--- src/rtl/id_stage_pipe_pkg.sv ---
// Shared decode definitions for the pipelined ID stage:
// field positions, opcode enums, decoded control bundle.
package id_pkg;

    localparam int FT_HI  = 31;
    localparam int FT_LO  = 30;
    localparam int FC_HI  = 29;
    localparam int FC_LO  = 28;
    localparam int RD_HI  = 27;
    localparam int RD_LO  = 24;
    localparam int RA_HI  = 23;
    localparam int RA_LO  = 20;
    localparam int RB_HI  = 19;
    localparam int RB_LO  = 16;
    localparam int IMMSEL = 15;

    typedef enum logic [1:0] {
        FT_ALU    = 2'b00,
        FT_MEM    = 2'b01,
        FT_BRANCH = 2'b10,
        FT_CACHE  = 2'b11
    } funtype_e;

    typedef enum logic [1:0] {
        FC_0 = 2'b00,
        FC_1 = 2'b01,
        FC_2 = 2'b10,
        FC_3 = 2'b11
    } funcode_e;

    typedef struct packed {
        logic [3:0] rd;
        funtype_e   funtype;
        funcode_e   funcode;
        logic       sel_wb;
        logic       sel_memrd;
        logic       sel_memwr;
        logic       sel_cachewr;
        logic       sel_cachesh;
        logic       sel_branch;
    } decoded_t;

    // R0 and indices beyond the implemented file are not real registers.
    function automatic logic reg_ok(input logic [3:0] idx, input int nreg);
        return (idx != 4'd0) && (int'(idx) < nreg);
    endfunction

endpackage

--- src/rtl/id_stage_pipe_if.sv ---
// Fetch/writeback/execute side signals of the ID stage.
// master: fetch+WB+EX side driver; slave: the ID stage.
interface id_stage_pipe_if #(
    parameter int BUS = 32
);
    logic [31:0]    instruction;
    logic [BUS-1:0] PCi;
    logic           in_valid;
    logic           in_ready;
    logic [BUS-1:0] WBd;
    logic [3:0]     RDwb;
    logic           WE;
    logic           flush;
    logic           out_ready;
    logic           out_valid;
    logic [BUS-1:0] OPA;
    logic [BUS-1:0] OPB;
    logic [BUS-1:0] STR_DATA;
    logic [BUS-1:0] PCo;
    logic [BUS-1:0] RKo;
    logic [3:0]     RDo;
    logic [1:0]     FUNTYPE;
    logic [1:0]     FUNCODE;
    logic           selWB;
    logic           selMEMRD;
    logic           selMEMWR;
    logic           selCACHEWR;
    logic           selCACHESH;
    logic           selBRANCH;

    modport master (
        output instruction, PCi, in_valid,
        output WBd, RDwb, WE, flush, out_ready,
        input  in_ready, out_valid,
        input  OPA, OPB, STR_DATA, PCo, RKo, RDo,
        input  FUNTYPE, FUNCODE,
        input  selWB, selMEMRD, selMEMWR,
        input  selCACHEWR, selCACHESH, selBRANCH
    );

    modport slave (
        input  instruction, PCi, in_valid,
        input  WBd, RDwb, WE, flush, out_ready,
        output in_ready, out_valid,
        output OPA, OPB, STR_DATA, PCo, RKo, RDo,
        output FUNTYPE, FUNCODE,
        output selWB, selMEMRD, selMEMWR,
        output selCACHEWR, selCACHESH, selBRANCH
    );
endinterface

--- src/rtl/id_stage_pipe_regfile.sv ---
// Register file: ports ra/rb/rs read (da/db/ds), we/wa/wd write.
// WB_BYPASS_EN: reads matching the write index return wd.
module id_regfile
    import id_pkg::*;
#(
    parameter int BUS  = 32,
    parameter int NREG = 16
) (
    input  logic           clk,
    input  logic           rst,
    input  logic [3:0]     ra,
    input  logic [3:0]     rb,
    input  logic [3:0]     rs,
    output logic [BUS-1:0] da,
    output logic [BUS-1:0] db,
    output logic [BUS-1:0] ds,
    input  logic           we,
    input  logic [3:0]     wa,
    input  logic [BUS-1:0] wd
);

    logic [BUS-1:0] regs [NREG];

    always_ff @(posedge clk) begin
        if (!rst) begin
            for (int i = 0; i < NREG; i++) begin
                regs[i] <= '0;
            end
        end else if (we && reg_ok(wa, NREG)) begin
            regs[wa] <= wd;
        end
    end

    function automatic logic [BUS-1:0] rd_port(input logic [3:0] idx);
        logic [BUS-1:0] v;
        v = '0;
        if (reg_ok(idx, NREG)) begin
            v = regs[idx];
`ifdef WB_BYPASS_EN
            if (we && wa == idx) begin
                v = wd;
            end
`endif
        end
        return v;
    endfunction

    always_comb da = rd_port(ra);
    always_comb db = rd_port(rb);
    always_comb ds = rd_port(rs);

endmodule

--- src/rtl/id_stage_pipe.sv ---
// Pipelined decode stage: regfile read, RAW scoreboard, ID/EX reg.
// Ports: clk, rst (sync, low), bus (slave). Option: WB_BYPASS_EN.
module id_stage_pipe
    import id_pkg::*;
#(
    parameter int BUS  = 32,
    parameter int NREG = 16,
    parameter int IMMW = 15
) (
    input logic           clk,
    input logic           rst,
    id_stage_pipe_if.slave bus
);

    logic [1:0]      ft;
    logic [1:0]      fc;
    logic [3:0]      rd;
    logic [3:0]      ra;
    logic [3:0]      rb;
    logic            immsel;
    logic [IMMW-1:0] imm;
    logic [BUS-1:0]  imm_sx;

    assign ft     = bus.instruction[FT_HI:FT_LO];
    assign fc     = bus.instruction[FC_HI:FC_LO];
    assign rd     = bus.instruction[RD_HI:RD_LO];
    assign ra     = bus.instruction[RA_HI:RA_LO];
    assign rb     = bus.instruction[RB_HI:RB_LO];
    assign immsel = bus.instruction[IMMSEL];
    assign imm    = bus.instruction[IMMW-1:0];
    assign imm_sx = {{(BUS-IMMW){imm[IMMW-1]}}, imm};

    decoded_t dec;
    logic     is_store;

    always_comb begin
        dec = '0;
        dec.rd = rd;
        dec.funtype = funtype_e'(ft);
        dec.funcode = funcode_e'(fc);
        unique case (1'b1)
            ft == FT_ALU: dec.sel_wb = 1'b1;
            ft == FT_MEM: begin
                dec.sel_memrd = (fc == FC_0);
                dec.sel_wb    = (fc == FC_0);
                dec.sel_memwr = (fc == FC_1);
            end
            ft == FT_BRANCH: dec.sel_branch = 1'b1;
            ft == FT_CACHE: begin
                dec.sel_cachewr = (fc == FC_0);
                dec.sel_cachesh = (fc == FC_1);
            end
            default: ;
        endcase
    end

    assign is_store = dec.sel_memwr;

    logic [BUS-1:0] rf_a;
    logic [BUS-1:0] rf_b;
    logic [BUS-1:0] rf_s;

    id_regfile #(
        .BUS  (BUS),
        .NREG (NREG)
    ) u_rf (
        .clk (clk),
        .rst (rst),
        .ra  (ra),
        .rb  (rb),
        .rs  (rd),
        .da  (rf_a),
        .db  (rf_b),
        .ds  (rf_s),
        .we  (bus.WE),
        .wa  (bus.RDwb),
        .wd  (bus.WBd)
    );

    logic [NREG-1:0] pending;
    logic [NREG-1:0] pend_nxt;
    logic            hazard;
    logic            ready;
    logic            accept;
    logic            vld;
    decoded_t        held;
    logic [BUS-1:0]  opa_q;
    logic [BUS-1:0]  opb_q;
    logic [BUS-1:0]  str_q;
    logic [BUS-1:0]  pc_q;
    logic [BUS-1:0]  rk_q;

    // A register still owed a writeback; with bypass the
    // writeback in flight this cycle already satisfies it.
    function automatic logic pend_hit(
        input logic [3:0]      idx,
        input logic [NREG-1:0] pend,
        input logic            we,
        input logic [3:0]      wa
    );
        logic hit;
        hit = reg_ok(idx, NREG) && pend[idx];
`ifdef WB_BYPASS_EN
        if (we && wa == idx) begin
            hit = 1'b0;
        end
`endif
        return hit;
    endfunction

    always_comb begin
        hazard = pend_hit(ra, pending, bus.WE, bus.RDwb);
        if (!immsel) begin
            hazard = hazard | pend_hit(rb, pending, bus.WE, bus.RDwb);
        end
        if (is_store) begin
            hazard = hazard | pend_hit(rd, pending, bus.WE, bus.RDwb);
        end
    end

    assign ready  = rst & ~hazard & ~bus.flush & (~vld | bus.out_ready);
    assign accept = bus.in_valid & ready;

    // Clears first so that a same-cycle new claim wins.
    always_comb begin
        pend_nxt = pending;
        if (bus.WE && reg_ok(bus.RDwb, NREG)) begin
            pend_nxt[bus.RDwb] = 1'b0;
        end
        if (bus.flush && vld && held.sel_wb && reg_ok(held.rd, NREG)) begin
            pend_nxt[held.rd] = 1'b0;
        end
        if (accept && dec.sel_wb && reg_ok(rd, NREG)) begin
            pend_nxt[rd] = 1'b1;
        end
    end

    always_ff @(posedge clk) begin
        if (!rst) begin
            pending <= '0;
            vld     <= 1'b0;
            held    <= '0;
            opa_q   <= '0;
            opb_q   <= '0;
            str_q   <= '0;
            pc_q    <= '0;
            rk_q    <= '0;
        end else begin
            pending <= pend_nxt;
            if (bus.flush) begin
                vld <= 1'b0;
            end else if (accept) begin
                vld   <= 1'b1;
                held  <= dec;
                opa_q <= rf_a;
                opb_q <= immsel ? imm_sx : rf_b;
                str_q <= is_store ? rf_s : '0;
                pc_q  <= bus.PCi;
                rk_q  <= imm_sx;
            end else if (bus.out_ready) begin
                vld <= 1'b0;
            end
        end
    end

    assign bus.in_ready   = ready;
    assign bus.out_valid  = vld;
    assign bus.OPA        = opa_q;
    assign bus.OPB        = opb_q;
    assign bus.STR_DATA   = str_q;
    assign bus.PCo        = pc_q;
    assign bus.RKo        = rk_q;
    assign bus.RDo        = held.rd;
    assign bus.FUNTYPE    = held.funtype;
    assign bus.FUNCODE    = held.funcode;
    assign bus.selWB      = held.sel_wb;
    assign bus.selMEMRD   = held.sel_memrd;
    assign bus.selMEMWR   = held.sel_memwr;
    assign bus.selCACHEWR = held.sel_cachewr;
    assign bus.selCACHESH = held.sel_cachesh;
    assign bus.selBRANCH  = held.sel_branch;

endmodule

--- src/flat_wrapper.sv ---
// flat-port wrapper written by rule: the top's interface ports become plain ports
module id_stage_pipe_flat import id_pkg::*;
#(
    parameter int BUS  = 32,
    parameter int NREG = 16,
    parameter int IMMW = 15
)
  (clk, rst, bus_instruction, bus_PCi, bus_in_valid, bus_WBd, bus_RDwb, bus_WE, bus_flush, bus_out_ready, bus_in_ready, bus_out_valid, bus_OPA, bus_OPB, bus_STR_DATA, bus_PCo, bus_RKo, bus_RDo, bus_FUNTYPE, bus_FUNCODE, bus_selWB, bus_selMEMRD, bus_selMEMWR, bus_selCACHEWR, bus_selCACHESH, bus_selBRANCH);
  id_stage_pipe_if #(.BUS(BUS)) bus_i ();
  input logic clk;
  input logic rst;
  input wire logic [$bits(bus_i.instruction)-1:0] bus_instruction;
  input wire logic [$bits(bus_i.PCi)-1:0] bus_PCi;
  input wire logic [$bits(bus_i.in_valid)-1:0] bus_in_valid;
  input wire logic [$bits(bus_i.WBd)-1:0] bus_WBd;
  input wire logic [$bits(bus_i.RDwb)-1:0] bus_RDwb;
  input wire logic [$bits(bus_i.WE)-1:0] bus_WE;
  input wire logic [$bits(bus_i.flush)-1:0] bus_flush;
  input wire logic [$bits(bus_i.out_ready)-1:0] bus_out_ready;
  output wire logic [$bits(bus_i.in_ready)-1:0] bus_in_ready;
  output wire logic [$bits(bus_i.out_valid)-1:0] bus_out_valid;
  output wire logic [$bits(bus_i.OPA)-1:0] bus_OPA;
  output wire logic [$bits(bus_i.OPB)-1:0] bus_OPB;
  output wire logic [$bits(bus_i.STR_DATA)-1:0] bus_STR_DATA;
  output wire logic [$bits(bus_i.PCo)-1:0] bus_PCo;
  output wire logic [$bits(bus_i.RKo)-1:0] bus_RKo;
  output wire logic [$bits(bus_i.RDo)-1:0] bus_RDo;
  output wire logic [$bits(bus_i.FUNTYPE)-1:0] bus_FUNTYPE;
  output wire logic [$bits(bus_i.FUNCODE)-1:0] bus_FUNCODE;
  output wire logic [$bits(bus_i.selWB)-1:0] bus_selWB;
  output wire logic [$bits(bus_i.selMEMRD)-1:0] bus_selMEMRD;
  output wire logic [$bits(bus_i.selMEMWR)-1:0] bus_selMEMWR;
  output wire logic [$bits(bus_i.selCACHEWR)-1:0] bus_selCACHEWR;
  output wire logic [$bits(bus_i.selCACHESH)-1:0] bus_selCACHESH;
  output wire logic [$bits(bus_i.selBRANCH)-1:0] bus_selBRANCH;
  assign bus_i.instruction = bus_instruction;
  assign bus_i.PCi = bus_PCi;
  assign bus_i.in_valid = bus_in_valid;
  assign bus_i.WBd = bus_WBd;
  assign bus_i.RDwb = bus_RDwb;
  assign bus_i.WE = bus_WE;
  assign bus_i.flush = bus_flush;
  assign bus_i.out_ready = bus_out_ready;
  assign bus_in_ready = bus_i.in_ready;
  assign bus_out_valid = bus_i.out_valid;
  assign bus_OPA = bus_i.OPA;
  assign bus_OPB = bus_i.OPB;
  assign bus_STR_DATA = bus_i.STR_DATA;
  assign bus_PCo = bus_i.PCo;
  assign bus_RKo = bus_i.RKo;
  assign bus_RDo = bus_i.RDo;
  assign bus_FUNTYPE = bus_i.FUNTYPE;
  assign bus_FUNCODE = bus_i.FUNCODE;
  assign bus_selWB = bus_i.selWB;
  assign bus_selMEMRD = bus_i.selMEMRD;
  assign bus_selMEMWR = bus_i.selMEMWR;
  assign bus_selCACHEWR = bus_i.selCACHEWR;
  assign bus_selCACHESH = bus_i.selCACHESH;
  assign bus_selBRANCH = bus_i.selBRANCH;
  id_stage_pipe #(.BUS(BUS), .NREG(NREG), .IMMW(IMMW)) u_core (.clk(clk), .rst(rst), .bus(bus_i));
endmodule
--- config.mk ---
export PLATFORM = sky130hd
export DESIGN_NAME = id_stage_pipe_flat
export DESIGN_NICKNAME = d
export VERILOG_FILES = /design/src/rtl/id_stage_pipe_pkg.sv /design/src/rtl/id_stage_pipe_if.sv /design/src/rtl/id_stage_pipe_regfile.sv /design/src/rtl/id_stage_pipe.sv /design/src/flat_wrapper.sv
export SDC_FILE = /design/constraint.sdc
export NUM_CORES = 2
export LEC_CHECK = 0
export CAP_MARGIN = 20
export CELL_PAD_IN_SITES_DETAIL_PLACEMENT = 0
export CELL_PAD_IN_SITES_GLOBAL_PLACEMENT = 2
export CORE_ASPECT_RATIO = 0.75
export CORE_MARGIN = 2
export CORE_UTILIZATION = 46
export CTS_CLUSTER_DIAMETER = 40
export DETAILED_ROUTE_END_ITERATION = 12
export PLACE_DENSITY = 0.92
export SETUP_SLACK_MARGIN = 0.4
export SYNTH_ARGS = -nofsm -noshare
export SYNTH_HDL_FRONTEND = slang
export SYNTH_SLANG_ARGS = --single-unit
--- constraint.sdc ---
create_clock -name clk -period 9.54 [get_ports clk]
set_input_delay 1.908 -clock clk [delete_from_list [all_inputs] [get_ports clk]]
set_output_delay 1.908 -clock clk [all_outputs]
set_load 0.005 [all_outputs]
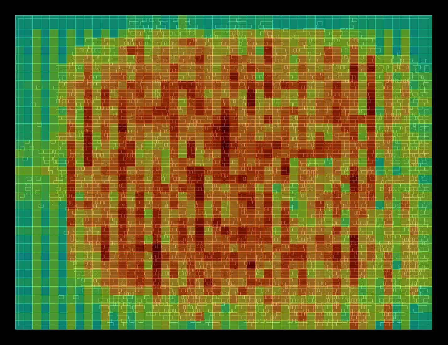
**Above:** routing congestion.
GRT Resource Usage Total: 0.304
met3 Resource Use GR: 0.0892
Avg WL per Cell: 31.7 um
core occupancy in the finished layout: 0.550

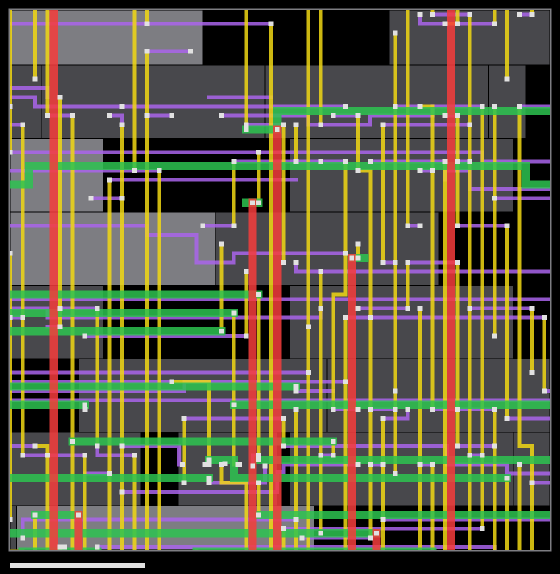
**Above:** layout detail.
Scale bar: 5 um. Window x 158 to 178, y 167 to 187 um. Cells in gray, sequential cells in the stronger gray; small squares are vias.
Red marks metal 4. Purple marks metal 1. Green marks metal 3. Yellow marks metal 2.
17 logic cells have their middle in the window. Sequential cells in the window: 3. Most frequent: mux4_2 (9), edfxtp_1 (3). Netlist names of flops here include u_core.u_rf.regs (3).

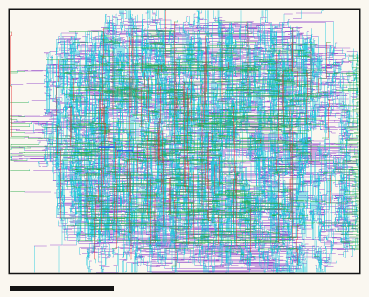
**Above:** metal layers overlaid.
Scale bar: 100 um.
Green marks metal 3, wire length 16800 um. Red marks metal 4, wire length 4660 um. Cyan marks metal 2, wire length 57.8 mm. Blue marks metal 5, wire length 27.6 um. Purple marks metal 1, wire length 48.8 mm.

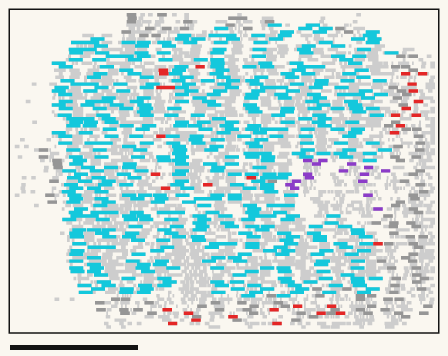
**Above:** register map, names as in the netlist.
Scale bar: 100 um. Other sequential cells in the stronger gray, the rest of the logic in the fainter gray.
Purple marks u_core.pending, flops 16, where east. Red marks u_core.bus.OPB, flops 32. Cyan marks u_core.u_rf.regs, flops 512, where all over the die.

==> flow_metrics.py <==
# Auto-generated metrics
metrics = {
    "min_path": {
        "hold_class": "reg2reg",
        "hp-start": "u_core.bus.PCo[24]",
    },
    "worst_setup_path": {
        "crit_path_end": "bus_in_ready",
        "path_depth": 6,
        "path_class": "in2out",
        "worstPathMaxFanout": 58,
        "arrival_ns": 5.57,
        "crit_chain": "buf_4 -> and2_1 -> a2111oi_2 -> a221oi_1 -> and4_1 -> clkdlybuf4s50_1",
    },
    "timing": {
        "hold_viol_final": 0,
        "drv_slew": 0,
        "rsz0062_at_grt": "false",
        "setup_viol": 0,
    },
    "global_routing": {
        "antenna_found_initial": 3,
        "grt_pass1_wl_um": 186000,
        "grt.busiest_layer": "met2",
        "met2_usage": 0.462,
    },
    "status": {
        "status": "complete, no violations",
    },
    "power": {
        "peakVddDrop_mv": 0.144,
        "power.group.top": "clock",
        "comb_cell_power_mw": 1.05,
        "switching_share": 0.256,
    },
    "synth": {
        "synth-main-ff-cell": "edfxtp_1",
        "xor_area_frac": 0,
        "synth_area_per_cell_um2": 14.0,
        "yosys_area_um2": 37900,
        "ys_seq_elements": 686,
    },
    "placed_design": {
        "place.gp.congestion": 0.839,
        "place_inst": 3848,
    },
    "layout": {
        "nNonClkInverters": 5,
        "regMostFlops": "u_core.u_rf.regs",
        "clock_buffers": 119,
        "seq_area_frac": 0.419,
        "regArea_um2": 18900,
        "area_growth_pct": 18.8,
        "largest_cell_class": "registers",
    },
    "cts": {
        "clkSinkCount": 686,
    },
    "run": {
        "warnings": 26,
    },
    "floorplan": {
        "tapCellCount": 1069,
        "fp.dieH_um": 253,
        "chipArea_um2": 84700,
    },
    "routing": {
        "viasPerCell": 6.61,
        "routed.top_layer": "met5",
        "m1WireLength_um": 48800,
    },
}
Power and IR drop assume default switching activity.
